## config.mk

```make
export PLATFORM = sky130hd
export DESIGN_NAME = mem_stage
export DESIGN_NICKNAME = d
export VERILOG_FILES = /design/src/rtl/mem_stage.sv
export SDC_FILE = /design/constraint.sdc
export NUM_CORES = 1
export LEC_CHECK = 0
export CAP_MARGIN = 15
export CORE_AREA = 3 3 186 188
export CTS_CLUSTER_SIZE = 10
export DETAILED_ROUTE_END_ITERATION = 7
export DIE_AREA = 0 0 189 191
export PLACE_DENSITY = 0.84
export SYNTH_ARGS = -nofsm -noshare
export SYNTH_HDL_FRONTEND = slang
export SYNTH_SLANG_ARGS = --single-unit
```

## constraint.sdc

```tcl
create_clock -name clk -period 3.1 [get_ports clk]
set_input_delay 0.93 -clock clk [delete_from_list [all_inputs] [get_ports clk]]
set_output_delay 0.93 -clock clk [all_outputs]
set_load 0.01 [all_outputs]
```

## src/rtl/mem_stage.sv

```systemverilog
// MEM stage of the RV64 pipeline: passes ALU results through and performs
// aligned loads/stores to data memory over a req/ack handshake.
module mem_stage #(
  parameter int unsigned XLEN    = 64,
  parameter int unsigned TIMEOUT = 255
) (
  input  logic            clk,
  input  logic            rst_n,
  input  logic            ex_valid,
  output logic            ex_ready,
  input  logic            ex_is_load,
  input  logic            ex_is_store,
  input  logic [2:0]      ex_funct3,
  input  logic [XLEN-1:0] ex_result,
  input  logic [XLEN-1:0] ex_store_data,
  input  logic [4:0]      ex_rd,
  output logic            dm_req,
  output logic            dm_we,
  output logic [XLEN-1:0] dm_addr,
  output logic [XLEN-1:0] dm_wdata,
  output logic [7:0]      dm_wstrb,
  input  logic            dm_ack,
  input  logic [XLEN-1:0] dm_rdata,
  output logic            wb_valid,
  output logic            wb_is_load,
  output logic [XLEN-1:0] wb_result,
  output logic [XLEN-1:0] wb_mem_data,
  output logic [4:0]      wb_rd,
  output logic            wb_err
);

  localparam int unsigned CNT_W  = 8;
  localparam int unsigned LANE_W = 3;

  typedef enum logic {IDLE, ACCESS} state_t;

  state_t              state, state_nxt;
  logic [CNT_W-1:0]    cnt, cnt_nxt;
  logic                op_load, op_load_nxt;
  logic [2:0]          op_f3, op_f3_nxt;
  logic [LANE_W-1:0]   op_lane, op_lane_nxt;
  logic [XLEN-1:0]     op_result, op_result_nxt;
  logic [4:0]          op_rd, op_rd_nxt;

  logic                dm_req_nxt, dm_we_nxt;
  logic [XLEN-1:0]     dm_addr_nxt, dm_wdata_nxt;
  logic [7:0]          dm_wstrb_nxt;
  logic                wb_valid_nxt, wb_is_load_nxt, wb_err_nxt;
  logic [XLEN-1:0]     wb_result_nxt, wb_mem_data_nxt;
  logic [4:0]          wb_rd_nxt;

  logic                ex_is_mem;
  logic [LANE_W-1:0]   ex_lane;

  // Funct3 111 has no access size, so it is reported like a misalignment.
  function automatic logic misaligned(input logic [2:0] f3, input logic [LANE_W-1:0] a);
    logic m;
    m = 1'b0;
    if (f3 == 3'b111) begin
      m = 1'b1;
    end else begin
      case (f3[1:0])
        2'b00:   m = 1'b0;
        2'b01:   m = a[0];
        2'b10:   m = (a[1:0] != 2'b00);
        default: m = (a != 3'b000);
      endcase
    end
    return m;
  endfunction

  function automatic logic [7:0] size_mask(input logic [1:0] sz);
    logic [7:0] m;
    case (sz)
      2'b00:   m = 8'h01;
      2'b01:   m = 8'h03;
      2'b10:   m = 8'h0f;
      default: m = 8'hff;
    endcase
    return m;
  endfunction

  function automatic logic [XLEN-1:0] load_extend(input logic [XLEN-1:0] rdata,
                                                  input logic [2:0]      f3,
                                                  input logic [LANE_W-1:0] lane);
    logic [XLEN-1:0] s;
    logic [XLEN-1:0] r;
    s = rdata >> {lane, 3'b000};
    case (f3)
      3'b000:  r = {{(XLEN-8){s[7]}},   s[7:0]};
      3'b001:  r = {{(XLEN-16){s[15]}}, s[15:0]};
      3'b010:  r = {{(XLEN-32){s[31]}}, s[31:0]};
      3'b011:  r = s;
      3'b100:  r = {{(XLEN-8){1'b0}},   s[7:0]};
      3'b101:  r = {{(XLEN-16){1'b0}},  s[15:0]};
      3'b110:  r = {{(XLEN-32){1'b0}},  s[31:0]};
      default: r = '0;
    endcase
    return r;
  endfunction

  assign ex_ready  = (state == IDLE);
  assign ex_is_mem = ex_is_load | ex_is_store;
  assign ex_lane   = ex_result[LANE_W-1:0];

  always_comb begin
    state_nxt       = state;
    cnt_nxt         = cnt;
    op_load_nxt     = op_load;
    op_f3_nxt       = op_f3;
    op_lane_nxt     = op_lane;
    op_result_nxt   = op_result;
    op_rd_nxt       = op_rd;
    dm_req_nxt      = dm_req;
    dm_we_nxt       = dm_we;
    dm_addr_nxt     = dm_addr;
    dm_wdata_nxt    = dm_wdata;
    dm_wstrb_nxt    = dm_wstrb;
    wb_valid_nxt    = 1'b0;
    wb_is_load_nxt  = wb_is_load;
    wb_result_nxt   = wb_result;
    wb_mem_data_nxt = wb_mem_data;
    wb_rd_nxt       = wb_rd;
    wb_err_nxt      = wb_err;

    case (state)
      IDLE: begin
        if (ex_valid) begin
          if (!ex_is_mem) begin
            wb_valid_nxt    = 1'b1;
            wb_is_load_nxt  = 1'b0;
            wb_result_nxt   = ex_result;
            wb_mem_data_nxt = '0;
            wb_rd_nxt       = ex_rd;
            wb_err_nxt      = 1'b0;
          end else if (misaligned(ex_funct3, ex_lane)) begin
            wb_valid_nxt    = 1'b1;
            wb_is_load_nxt  = ex_is_load;
            wb_result_nxt   = ex_result;
            wb_mem_data_nxt = '0;
            wb_rd_nxt       = ex_rd;
            wb_err_nxt      = 1'b1;
          end else begin
            op_load_nxt   = ex_is_load;
            op_f3_nxt     = ex_funct3;
            op_lane_nxt   = ex_lane;
            op_result_nxt = ex_result;
            op_rd_nxt     = ex_rd;
            dm_req_nxt    = 1'b1;
            dm_we_nxt     = ex_is_store;
            dm_addr_nxt   = {ex_result[XLEN-1:LANE_W], {LANE_W{1'b0}}};
            dm_wdata_nxt  = ex_is_store ? (ex_store_data << {ex_lane, 3'b000}) : '0;
            dm_wstrb_nxt  = size_mask(ex_funct3[1:0]) << ex_lane;
            cnt_nxt       = '0;
            state_nxt     = ACCESS;
          end
        end
      end
      ACCESS: begin
        // An ack in the final wait cycle still completes the access normally.
        if (dm_ack) begin
          dm_req_nxt      = 1'b0;
          wb_valid_nxt    = 1'b1;
          wb_is_load_nxt  = op_load;
          wb_result_nxt   = op_result;
          wb_mem_data_nxt = op_load ? load_extend(dm_rdata, op_f3, op_lane) : '0;
          wb_rd_nxt       = op_rd;
          wb_err_nxt      = 1'b0;
          state_nxt       = IDLE;
        end else if (cnt == CNT_W'(TIMEOUT - 1)) begin
          dm_req_nxt      = 1'b0;
          wb_valid_nxt    = 1'b1;
          wb_is_load_nxt  = op_load;
          wb_result_nxt   = op_result;
          wb_mem_data_nxt = '0;
          wb_rd_nxt       = op_rd;
          wb_err_nxt      = 1'b1;
          state_nxt       = IDLE;
        end else begin
          cnt_nxt = cnt + CNT_W'(1);
        end
      end
    endcase
  end

  always_ff @(posedge clk or negedge rst_n) begin
    if (!rst_n) begin
      state       <= IDLE;
      cnt         <= '0;
      op_load     <= 1'b0;
      op_f3       <= '0;
      op_lane     <= '0;
      op_result   <= '0;
      op_rd       <= '0;
      dm_req      <= 1'b0;
      dm_we       <= 1'b0;
      dm_addr     <= '0;
      dm_wdata    <= '0;
      dm_wstrb    <= '0;
      wb_valid    <= 1'b0;
      wb_is_load  <= 1'b0;
      wb_result   <= '0;
      wb_mem_data <= '0;
      wb_rd       <= '0;
      wb_err      <= 1'b0;
    end else begin
      state       <= state_nxt;
      cnt         <= cnt_nxt;
      op_load     <= op_load_nxt;
      op_f3       <= op_f3_nxt;
      op_lane     <= op_lane_nxt;
      op_result   <= op_result_nxt;
      op_rd       <= op_rd_nxt;
      dm_req      <= dm_req_nxt;
      dm_we       <= dm_we_nxt;
      dm_addr     <= dm_addr_nxt;
      dm_wdata    <= dm_wdata_nxt;
      dm_wstrb    <= dm_wstrb_nxt;
      wb_valid    <= wb_valid_nxt;
      wb_is_load  <= wb_is_load_nxt;
      wb_result   <= wb_result_nxt;
      wb_mem_data <= wb_mem_data_nxt;
      wb_rd       <= wb_rd_nxt;
      wb_err      <= wb_err_nxt;
    end
  end

endmodule

```

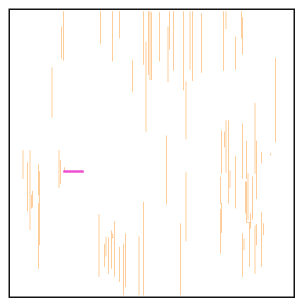
(run_1/metal_stack.png)
Scale: 1.5 px per micron. Two of the layers only.
Key: magenta = met5 [wire length 12.0 microns]; orange = met4 [wire length 2370 microns]

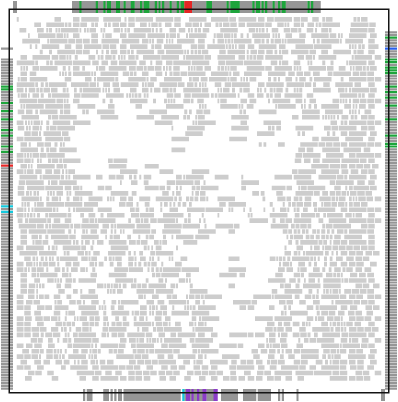
(run_1/pins.png)
Scale: 2 px per micron. Pins as bars across the die edge, other pins in gray.
Key: red = wb_rd [pins 5, direction output, edge 4 top, 1 left]; purple = dm_wstrb [pins 8, direction output, edge bottom]; cyan = ex_funct3 [pins 3, direction input, edge 2 left, 1 bottom]; blue = rst_n [pins 1, direction input, edge right]; green = wb_result [pins 64, direction output, edge 41 top, 14 right, 9 left]
All pins by edge: 137 top, 132 right, 123 left, 89 bottom.

==> summary.txt, run 1 <==
flow finished, numbers: proportion of synthesized flip-flops having asynchronous set or reset=1.00, Min-Delay Path Class=primary input to async pin, proportion of power drawn by combinational gates=0.353, most frequently used cell type in the post-synthesis netlist=sky130_fd_sc_hd__nand2_1, final weighted congestion in routability-driven placement=between 0.9 and 1, Biggest consumer=registers, startpoint type of the worst setup path=flip-flop, Sw Ratio=0.332, most frequently placed logic cell in the final layout=sky130_fd_sc_hd__clkdlybuf4s50_1, data arrival time at the worst-slack endpoint=~1800 ps, post-layout total power=13.8 mW, via count=14300, run status=finished, final reports clean, count of plain and timing-repair buffers=between 500 and 600, sort of element at the end of the critical path=output pin, comb pwr=4.87 mW, die height=roughly 190 microns, clock tree from TritonCTS=yes, die width=189 microns, number of antenna violations at the first check in global routing=2
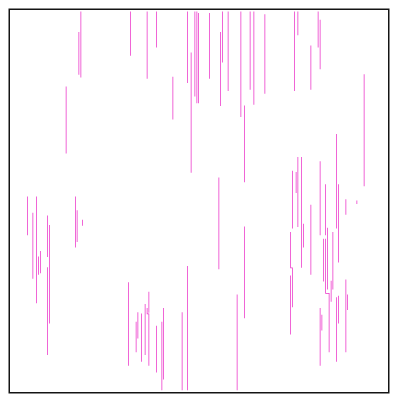
(run_1/met4.png)
Scale: 2 px per micron.
68 nets have wire on it. The layer carries 2370 microns of wire. The longest straight run is 61.9 microns. The layer holds 4.3% of the routed length.

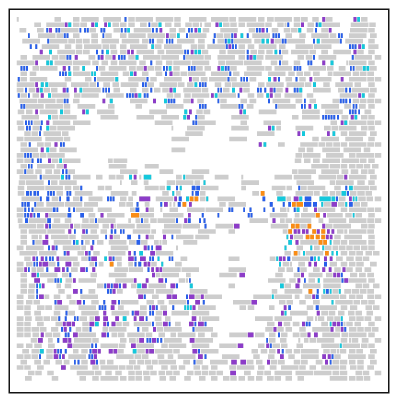
(run_1/gate_families.png)
Scale: 2 px per micron.
Key: purple = inverting AOI/OAI gates [cells 254, where all over the die]; orange = AND and OR gates [cells 24]; blue = NAND gates [cells 416, where all over the die]; cyan = NOR gates [cells 134, where all over the die]

==> run_1/final_clocks.png <==
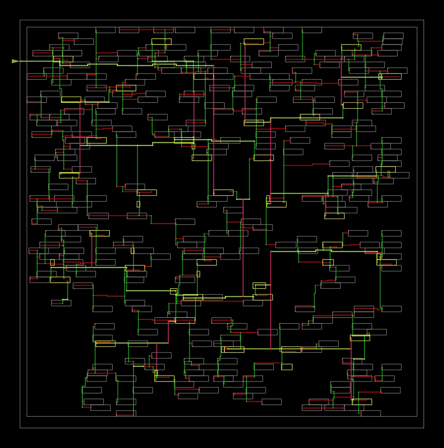

--- run 2 (diff from run 1) ---
--- a/config.mk
+++ b/config.mk
@@ -11,6 +11,8 @@
 export DETAILED_ROUTE_END_ITERATION = 7
 export DIE_AREA = 0 0 189 191
 export PLACE_DENSITY = 0.84
+export SETUP_SLACK_MARGIN = 0.5
+export SLEW_MARGIN = 20
 export SYNTH_ARGS = -nofsm -noshare
 export SYNTH_HDL_FRONTEND = slang
 export SYNTH_SLANG_ARGS = --single-unit
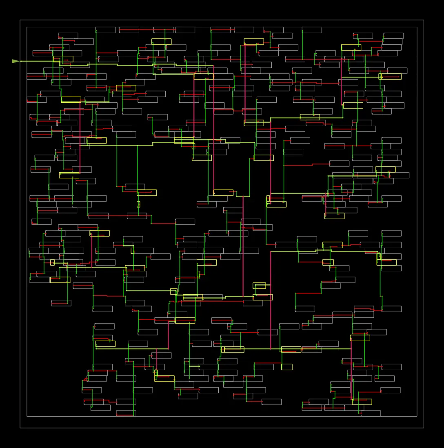
(run_2/final_clocks.png)
CTS buffer count: 36
sink count of the clock tree: 292
final worst clock skew: 12.9 ps

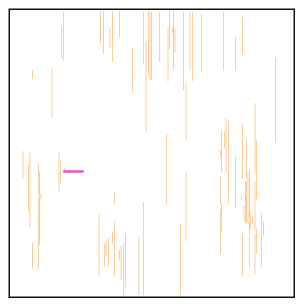
(run_2/metal_stack.png)
Scale: 1.5 px per micron. Two of the layers only.
via count: 14300
combined global-route utilization of all metal layers: 0.295
average detailed-routed wire length per instance: 22.4 microns
DRT Wirelength: 55.2 mm

==> run 2 against run 1 <==
Against the previous run: clock skew barely moved; design area barely moved; critical path type is now primary input to flip-flop; combinational power barely moved; critical path depth up 5; largest power group unchanged; sequential power about the same; global-route usage stayed put; sequential share of layout area is essentially flat.
==> summary.txt, run 2 <==
flow finished, numbers: area taken by multi-input logic gates=6940 sq um (was 6930 sq um), Synth area leader=sky130_fd_sc_hd__dfrtp_1 (unchanged), ys cells=1569 (unchanged), Min-Delay Path Class=primary input to async pin (unchanged), top cell class by occupied area=registers (unchanged), die height=191 microns (unchanged), data arrival time at the worst-slack endpoint=2920 ps (was 1780 ps), Top Registers=dm_wdata: 64 flops, wb_mem_data: 64 flops, wb_result: 64 flops (unchanged), proportion of synthesized flip-flops having asynchronous set or reset=1.00 (unchanged), fa+ha+maj area frac=0.00169 (unchanged), startpoint type of the worst setup path=primary input (was flip-flop), number of inverters outside the clock class in the layout=14 (unchanged), clock tree from TritonCTS=yes (unchanged), num tapcells=448 (unchanged), number of warnings the tools reported=27 (unchanged), proportion of power drawn by combinational gates=0.353 (about the same), final weighted congestion in routability-driven placement=0.962 (unchanged), die width=189 microns (unchanged), Biggest consumer=registers (unchanged), nets@finish=2211 (unchanged), comb pwr=4.87 mW (about the same), IR drop worst, VDD=418 uV (was 416 uV), run status=finished, final reports clean (unchanged), placement row count=67 (unchanged), minimum clock period after layout=2540 ps (was 2710 ps), share of total power in the clock network=0.269 (was 0.270), Final period util=0.818 (was 0.875), sort of element at the end of the critical path=flip-flop (was output pin), count of plain and timing-repair buffers=530 (unchanged), Seq area share=0.344 (about the same), Sw Ratio=0.332 (about the same), power per cell area=648 nW/um^2 (about the same), final tally of setup violations=0 (unchanged), most frequently used cell type in the post-synthesis netlist=sky130_fd_sc_hd__nand2_1 (unchanged), post-layout total power=13.8 mW (about the same), number of buffers inserted by port buffering=477 (unchanged), dominant delay contributor by cell family on the critical path=multiplexers (was buffers and inverters), ranking of synthesized cells by area=sky130_fd_sc_hd__dfrtp_1 49%, sky130_fd_sc_hd__mux2i_1 11%, sky130_fd_sc_hd__nand2_1 9.6%, sky130_fd_sc_hd__a21oi_1 3.3%, sky130_fd_sc_hd__a221o_1 3.2% (unchanged), number of antenna violations at the first check in global routing=2 (unchanged), max-slew violation total from the final report=0 (unchanged), most frequently placed logic cell in the final layout=sky130_fd_sc_hd__clkdlybuf4s50_1 (unchanged)
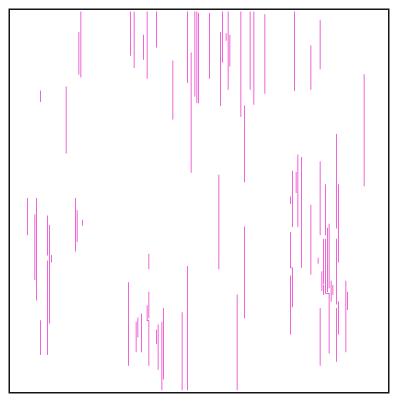
(run_2/met4.png)
Scale: 2 px per micron.
The layer holds 4.4% of the routed length. 73 nets have wire on it.

No activity file was given, so power comes from the tool's default toggle rates.
